## src/rtl/cache_ctrl_pkg.sv

```systemverilog
// rtl/cache_ctrl_pkg.sv - shared types and constants for the 4-entry cache controller
package cache_ctrl_pkg;

    localparam int NUM_ENTRIES = 4;
    localparam int IDX_W       = 2;

    typedef logic [1:0] cnt_t;

    localparam cnt_t CNT_MRU = 2'b11;

    typedef enum logic [2:0] {
        IDLE,
        LOOKUP,
        MEM_RD,
        MEM_WR,
        DONE
    } state_t;

endpackage

```

## src/rtl/cache_ctrl_lookup.sv

```systemverilog
// rtl/cache_ctrl_lookup.sv - combinational hit detect, victim select and LRU rank update
module cache_lookup
    import cache_ctrl_pkg::*;
#(
    parameter int a_width = 8
) (
    input  logic [a_width-1:0]     addr,
    input  logic [a_width-1:0]     tags [NUM_ENTRIES],
    input  logic [NUM_ENTRIES-1:0] valid,
    input  cnt_t                   cnt [NUM_ENTRIES],
    output logic                   hit,
    output logic [IDX_W-1:0]       hit_idx,
    output logic [IDX_W-1:0]       victim_idx,
    output cnt_t                   cnt_nxt [NUM_ENTRIES]
);

    logic             found;
    logic [IDX_W-1:0] sel_idx;

    always_comb begin
        hit        = 1'b0;
        hit_idx    = '0;
        found      = 1'b0;
        victim_idx = IDX_W'(NUM_ENTRIES - 1);
        for (int i = 0; i < NUM_ENTRIES; i++) begin
            if (!hit && valid[i] && (tags[i] == addr)) begin
                hit     = 1'b1;
                hit_idx = IDX_W'(i);
            end
            if (!found && (!valid[i] || (cnt[i] == 2'd0))) begin
                found      = 1'b1;
                victim_idx = IDX_W'(i);
            end
        end
    end

    // A hit only ages entries ranked above the touched one; a fill ages every non-zero rank.
    always_comb begin
        sel_idx = hit ? hit_idx : victim_idx;
        for (int j = 0; j < NUM_ENTRIES; j++) begin
            cnt_nxt[j] = cnt[j];
            if (IDX_W'(j) == sel_idx) begin
                cnt_nxt[j] = CNT_MRU;
            end else if (valid[j]) begin
                if (hit && (cnt[j] > cnt[hit_idx])) begin
                    cnt_nxt[j] = cnt[j] - 2'd1;
                end else if (!hit && (cnt[j] != 2'd0)) begin
                    cnt_nxt[j] = cnt[j] - 2'd1;
                end
            end
        end
    end

endmodule

```

## src/rtl/cache_ctrl.sv

```systemverilog
// rtl/cache_ctrl.sv - 4-entry fully associative write-through cache sequencer
module cache_ctrl
    import cache_ctrl_pkg::*;
#(
    parameter int d_width = 8,
    parameter int a_width = 8
) (
    input  logic               clk,
    input  logic               rst_n,
    input  logic               cpu_req,
    input  logic               cpu_we,
    input  logic [a_width-1:0] cpu_addr,
    input  logic [d_width-1:0] cpu_wdata,
    output logic [d_width-1:0] cpu_rdata,
    output logic               cpu_ack,
    output logic               busy,
    input  logic               flush,
    output logic               mem_req,
    output logic               mem_we,
    output logic [a_width-1:0] mem_addr,
    output logic [d_width-1:0] mem_wdata,
    input  logic [d_width-1:0] mem_rdata,
    input  logic               mem_ack,
    output logic [7:0]         hit_cnt
);

    state_t                   state_q, state_d;
    logic [a_width-1:0]       addr_q, addr_d;
    logic                     we_q, we_d;
    logic [d_width-1:0]       wdata_q, wdata_d;
    logic [a_width-1:0]       tags_q [NUM_ENTRIES];
    logic [a_width-1:0]       tags_d [NUM_ENTRIES];
    logic [d_width-1:0]       data_q [NUM_ENTRIES];
    logic [d_width-1:0]       data_d [NUM_ENTRIES];
    logic [NUM_ENTRIES-1:0]   valid_q, valid_d;
    cnt_t                     cnt_q [NUM_ENTRIES];
    cnt_t                     cnt_d [NUM_ENTRIES];
    logic [d_width-1:0]       cpu_rdata_q, cpu_rdata_d;
    logic                     cpu_ack_q, cpu_ack_d;
    logic                     busy_q, busy_d;
    logic                     mem_req_q, mem_req_d;
    logic                     mem_we_q, mem_we_d;
    logic [a_width-1:0]       mem_addr_q, mem_addr_d;
    logic [d_width-1:0]       mem_wdata_q, mem_wdata_d;
    logic [7:0]               hit_cnt_q, hit_cnt_d;

    logic                     lk_hit;
    logic [IDX_W-1:0]         lk_hit_idx;
    logic [IDX_W-1:0]         lk_victim_idx;
    cnt_t                     lk_cnt_nxt [NUM_ENTRIES];

    cache_lookup #(
        .a_width (a_width)
    ) u_lookup (
        .addr       (addr_q),
        .tags       (tags_q),
        .valid      (valid_q),
        .cnt        (cnt_q),
        .hit        (lk_hit),
        .hit_idx    (lk_hit_idx),
        .victim_idx (lk_victim_idx),
        .cnt_nxt    (lk_cnt_nxt)
    );

    always_comb begin
        state_d     = state_q;
        addr_d      = addr_q;
        we_d        = we_q;
        wdata_d     = wdata_q;
        tags_d      = tags_q;
        data_d      = data_q;
        valid_d     = valid_q;
        cnt_d       = cnt_q;
        cpu_rdata_d = cpu_rdata_q;
        mem_req_d   = mem_req_q;
        mem_we_d    = mem_we_q;
        mem_addr_d  = mem_addr_q;
        mem_wdata_d = mem_wdata_q;
        hit_cnt_d   = hit_cnt_q;

        case (state_q)
            IDLE: begin
                if (flush) begin
                    valid_d = '0;
                    for (int i = 0; i < NUM_ENTRIES; i++) begin
                        cnt_d[i] = '0;
                    end
                end else if (cpu_req) begin
                    addr_d  = cpu_addr;
                    we_d    = cpu_we;
                    wdata_d = cpu_wdata;
                    state_d = LOOKUP;
                end
            end
            LOOKUP: begin
                if (we_q) begin
                    // Write-through: memory is always written, the cache only if it already holds the line.
                    mem_req_d   = 1'b1;
                    mem_we_d    = 1'b1;
                    mem_addr_d  = addr_q;
                    mem_wdata_d = wdata_q;
                    state_d     = MEM_WR;
                    if (lk_hit) begin
                        data_d[lk_hit_idx] = wdata_q;
                        cnt_d              = lk_cnt_nxt;
                    end
                end else if (lk_hit) begin
                    cpu_rdata_d = data_q[lk_hit_idx];
                    cnt_d       = lk_cnt_nxt;
                    if (hit_cnt_q != 8'hFF) begin
                        hit_cnt_d = hit_cnt_q + 8'd1;
                    end
                    state_d = DONE;
                end else begin
                    mem_req_d  = 1'b1;
                    mem_we_d   = 1'b0;
                    mem_addr_d = addr_q;
                    state_d    = MEM_RD;
                end
            end
            MEM_RD: begin
                if (mem_ack) begin
                    tags_d[lk_victim_idx]  = addr_q;
                    data_d[lk_victim_idx]  = mem_rdata;
                    valid_d[lk_victim_idx] = 1'b1;
                    cnt_d                  = lk_cnt_nxt;
                    cpu_rdata_d            = mem_rdata;
                    mem_req_d              = 1'b0;
                    state_d                = DONE;
                end
            end
            MEM_WR: begin
                if (mem_ack) begin
                    mem_req_d = 1'b0;
                    state_d   = DONE;
                end
            end
            DONE: begin
                state_d = IDLE;
            end
            default: begin
                state_d = IDLE;
            end
        endcase

        // Status outputs are registered, so they are derived from the state being entered.
        cpu_ack_d = (state_d == DONE);
        busy_d    = (state_d != IDLE);
    end

    always_ff @(posedge clk or negedge rst_n) begin
        if (!rst_n) begin
            state_q     <= IDLE;
            addr_q      <= '0;
            we_q        <= 1'b0;
            wdata_q     <= '0;
            valid_q     <= '0;
            for (int i = 0; i < NUM_ENTRIES; i++) begin
                tags_q[i] <= '0;
                data_q[i] <= '0;
                cnt_q[i]  <= '0;
            end
            cpu_rdata_q <= '0;
            cpu_ack_q   <= 1'b0;
            busy_q      <= 1'b0;
            mem_req_q   <= 1'b0;
            mem_we_q    <= 1'b0;
            mem_addr_q  <= '0;
            mem_wdata_q <= '0;
            hit_cnt_q   <= '0;
        end else begin
            state_q     <= state_d;
            addr_q      <= addr_d;
            we_q        <= we_d;
            wdata_q     <= wdata_d;
            valid_q     <= valid_d;
            tags_q      <= tags_d;
            data_q      <= data_d;
            cnt_q       <= cnt_d;
            cpu_rdata_q <= cpu_rdata_d;
            cpu_ack_q   <= cpu_ack_d;
            busy_q      <= busy_d;
            mem_req_q   <= mem_req_d;
            mem_we_q    <= mem_we_d;
            mem_addr_q  <= mem_addr_d;
            mem_wdata_q <= mem_wdata_d;
            hit_cnt_q   <= hit_cnt_d;
        end
    end

    assign cpu_rdata = cpu_rdata_q;
    assign cpu_ack   = cpu_ack_q;
    assign busy      = busy_q;
    assign mem_req   = mem_req_q;
    assign mem_we    = mem_we_q;
    assign mem_addr  = mem_addr_q;
    assign mem_wdata = mem_wdata_q;
    assign hit_cnt   = hit_cnt_q;

endmodule

```

## config.mk

```make
export PLATFORM = sky130hd
export DESIGN_NAME = cache_ctrl
export DESIGN_NICKNAME = d
export VERILOG_FILES = /design/src/rtl/cache_ctrl_pkg.sv /design/src/rtl/cache_ctrl_lookup.sv /design/src/rtl/cache_ctrl.sv
export SDC_FILE = /design/constraint.sdc
export NUM_CORES = 1
export LEC_CHECK = 0
export ABC_AREA = 0
export CORE_UTILIZATION = 25
export CTS_CLUSTER_DIAMETER = 100
export DETAILED_ROUTE_END_ITERATION = 7
export PLACE_DENSITY = 0.42
export SLEW_MARGIN = 15
export SYNTH_ARGS = -nofsm -noshare
export SYNTH_HDL_FRONTEND = slang
export SYNTH_SLANG_ARGS = --single-unit
```

## constraint.sdc

```tcl
create_clock -name clk -period 5.43 [get_ports clk]
set_clock_uncertainty 0.2 [all_clocks]
set_input_delay 0.8145 -clock clk [delete_from_list [all_inputs] [get_ports clk]]
set_output_delay 0.8145 -clock clk [all_outputs]
set_load 0.02 [all_outputs]
```

==> results.txt <==
Physical implementation

The flow ran to the end, but the final reports show violations. The checks that failed: DRC. The power group with the largest share is sequential cells. The via count of the first global-routing pass is 5139.

In this run the critical register-to-register path is captured at cnt_q[1]. The flop share of the area is 0.3975. The clock passes through at most 2 buffers. The power share of the sequential group is 0.379. The final critical-path required period is about 4.2 ns. The well tap count is between 300 and 400. By instance count after routing, the leading logic cell types are sky130_fd_sc_hd__dfrtp_1, sky130_fd_sc_hd__nand2_1, sky130_fd_sc_hd__clkdlybuf4s50_1. The minimum setup slack among reg-to-reg paths is roughly 1.3 ns. The analysis reports a worst IR drop on VDD of about 0.00018 V. The synthesized netlist net count is approximately 670. The overall chip area is between 0.02 and 0.03 mm2.

The transition at the pin with the smallest max-transition slack is just under 1 ns. The critical path data required time is approximately 5.6 ns. The total CTS buffers is 17. Yosys mapped a number of flops with a built-in enable equal to 0. The count of sequential standard cells is approximately 130. Of the total power, the share spent switching nets is 0.3551. The final tally of setup violations is 0. The critical path depth in cells is 13. The placement report lists the number of port buffers as ~65.

The post-route non-filler standard cell count is around 1000. The classification of the worst setup path is flop to flop. Per the STA report, the cell with the highest stage delay on the worst path is sky130_fd_sc_hd__dfrtp_1. The power report lists cell-internal power as between 2 and 3 mW. After filler insertion, the fill cell instance count of the layout stands at ~2700. The finished layout reports a core utilization of 0.3162. The final-layout setup total negative slack is 0 ns. The most numerous cell in the Yosys netlist is sky130_fd_sc_hd__dfrtp_1. The dominant kind of cell by area is flip-flops and latches.

Among logic cells in the layout, the one with the most instances is sky130_fd_sc_hd__dfrtp_1. The flip-flop and latch count after synthesis is approximately 130. In the layout the tool counted multi-input logic cells amounting to roughly 440. The design area is roughly 0.0083 mm2.

The post-route clock period utilization is 0.7649. For this design the static power due to leakage is between 3 and 4 nW. STA lists the startpoint of the worst register-to-register path as addr_q[5].

For this run, global-route usage on met3 was measured as 0.03074. The final-stage net count is slightly above 700. The category of the worst setup path capture point is a flop.

The buffering stage count on the worst path with inverters included is 0. The number of H-tree levels is 4. The report lists the number of standard-cell rows as 59. The flow reported a cell area power density of about 520 mW/mm2.

The clock transition at the registers of the reported paths is around 0.06 ns. Of all nets on the critical path, the largest fanout is 18. The routed design shows a via density per instance of 4.952.

For this run, the total global-route usage over all layers was measured as 0.1359. The Yosys step of the flow raised 0 warnings. The total power is 4.312 mW. The area share of the largest cell type after synthesis is 0.4894. In this design, the stage delay of the slowest critical-path cell is approximately 0.55 ns. The starting density of the core is 0.2568. The critical path starts at addr_q[5]. The worst endpoint data arrival time is between 4 and 5 ns. around 66 I/O pins were placed. The worst max-slew margin expressed relative to the limit is 0.3352. The height of the die is roughly 170 um. In this run the critical path is formed by xnor2_1 > nand4_1 > nor3_4 > nor2_2 > a22o_1 > a221oi_1 > ha_1 > nor2_1 > o21ai_0 > a211oi_1 > a32oi_1 > a21boi_1 > a2bb2oi_1. After synthesis, the most frequently instantiated cells are sky130_fd_sc_hd__dfrtp_1, sky130_fd_sc_hd__nand2_1, sky130_fd_sc_hd__mux2_2. The met3 wirelength from detailed routing is ~950 um. OpenROAD emitted warnings numbering 28. The run reported a max-capacitance violation count of 0.

The detailed placer reported the number of placed instances as approximately 1000. The residual DRC count is 7. The routed length on met2 is ~8500 um. The instance area after placement is 0.007676 mm2.

For this run, the register share of the synthesized area comes to 0.4894. The final timing report lists a max-slew violation count of 0. Once detailed placement completed, the half-perimeter wirelength came to between 10000 and 15000 um.

The number of cells upsized or downsized after cts is 0. Routing resource usage on met2 recorded by global route was 0.2148. Relative to the synthesized area, the layout overhead comes to 23.14%.

For reference, the top cells by area after synthesis are sky130_fd_sc_hd__dfrtp_1, sky130_fd_sc_hd__mux2_2, sky130_fd_sc_hd__xnor2_1. The netlist uses about 60 different library cells. The layout report lists the multi-input gate area as about 0.0032 mm2. The fraction of final layout cells with drive strength greater than 1 is 0.1674. The area figure in the yosys stat output is between 0.006 and 0.007 mm2. After technology mapping, the gate count stands at roughly 630. The buffer count excluding the clock tree in the final layout is a little over 70.
[cells by family (layout without fill, tap and decap cells)]
| logic type | Yosys count | after routing | share of synthesized area |
|---|---|---|---|
| and+or+nand+nor | 182 | 182 | 0.1415 |
| AOI/OAI and AO/OA | 152 | 152 | 0.1607 |
| DFF | 132 | 132 | 0.4894 |
| muxes | 60 | 60 | 0.09974 |
| buffers and inverters | 54 | 118 | 0.04004 |
| xor gates and xnor gates | 40 | 40 | 0.05191 |
| adders and majority gates | 9 | 9 | 0.01669 |
[sequential cells by signal (all words and copies together), names as in the netlist]
name,count
data_q,32
wdata_q,8
we_q,1
mem_req,1
cpu_rdata,8
cpu_ack,1
mem_wdata,8
valid_q,4
cnt_q,8
state_q,3
addr_q,8
mem_addr,8
tags_q,32
busy,1
mem_we,1
hit_cnt,8
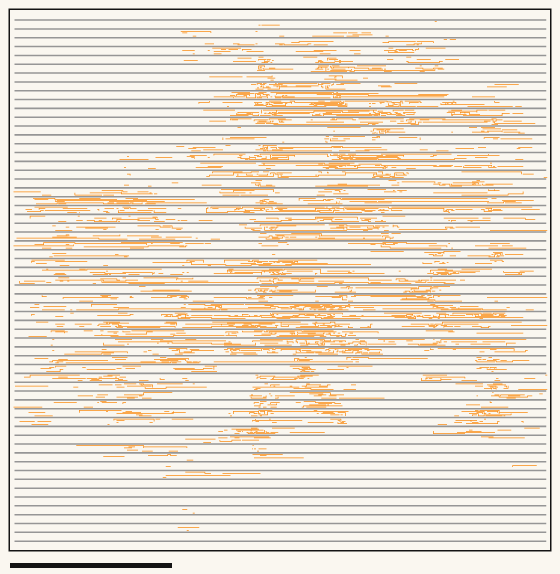
Figure 1: the metal 1 layer.
The bar under the picture is 50 um long. Supply wires on this layer in grey.
- wire length on this layer: 8570 um
- longest straight run: 48.3 um
- nets with wire on the layer: 648

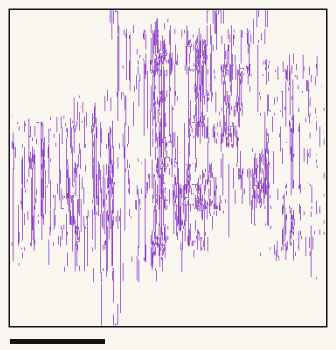
Figure 2: metal 2.
The bar under the picture is 50 um long.
- nets with wire on the layer: 603
- main direction: vertical
detailed-route via count: 5091
WL final: 18190 um

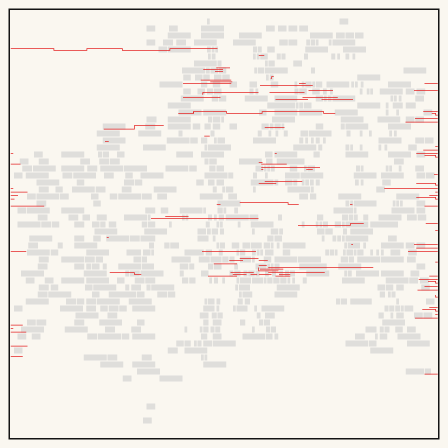
Figure 3: the metal 3 layer.
Cells faint in the background.
- main direction: horizontal
- share of all routed wire: 5.2%
- longest straight run: 41.4 um
- wire length on this layer: 946 um
- nets with wire on the layer: 85

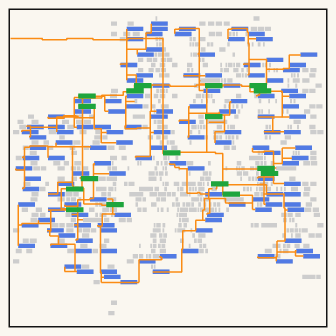
Figure 4: routed clock nets over the placement.
- clock wires: orange (length 1900 um)
- flip-flops: blue (count 132)
- clock drivers: green (count 17)
- flops lie: spread over the die
- routed clock nets: 18

Power and IR drop assume default switching activity.
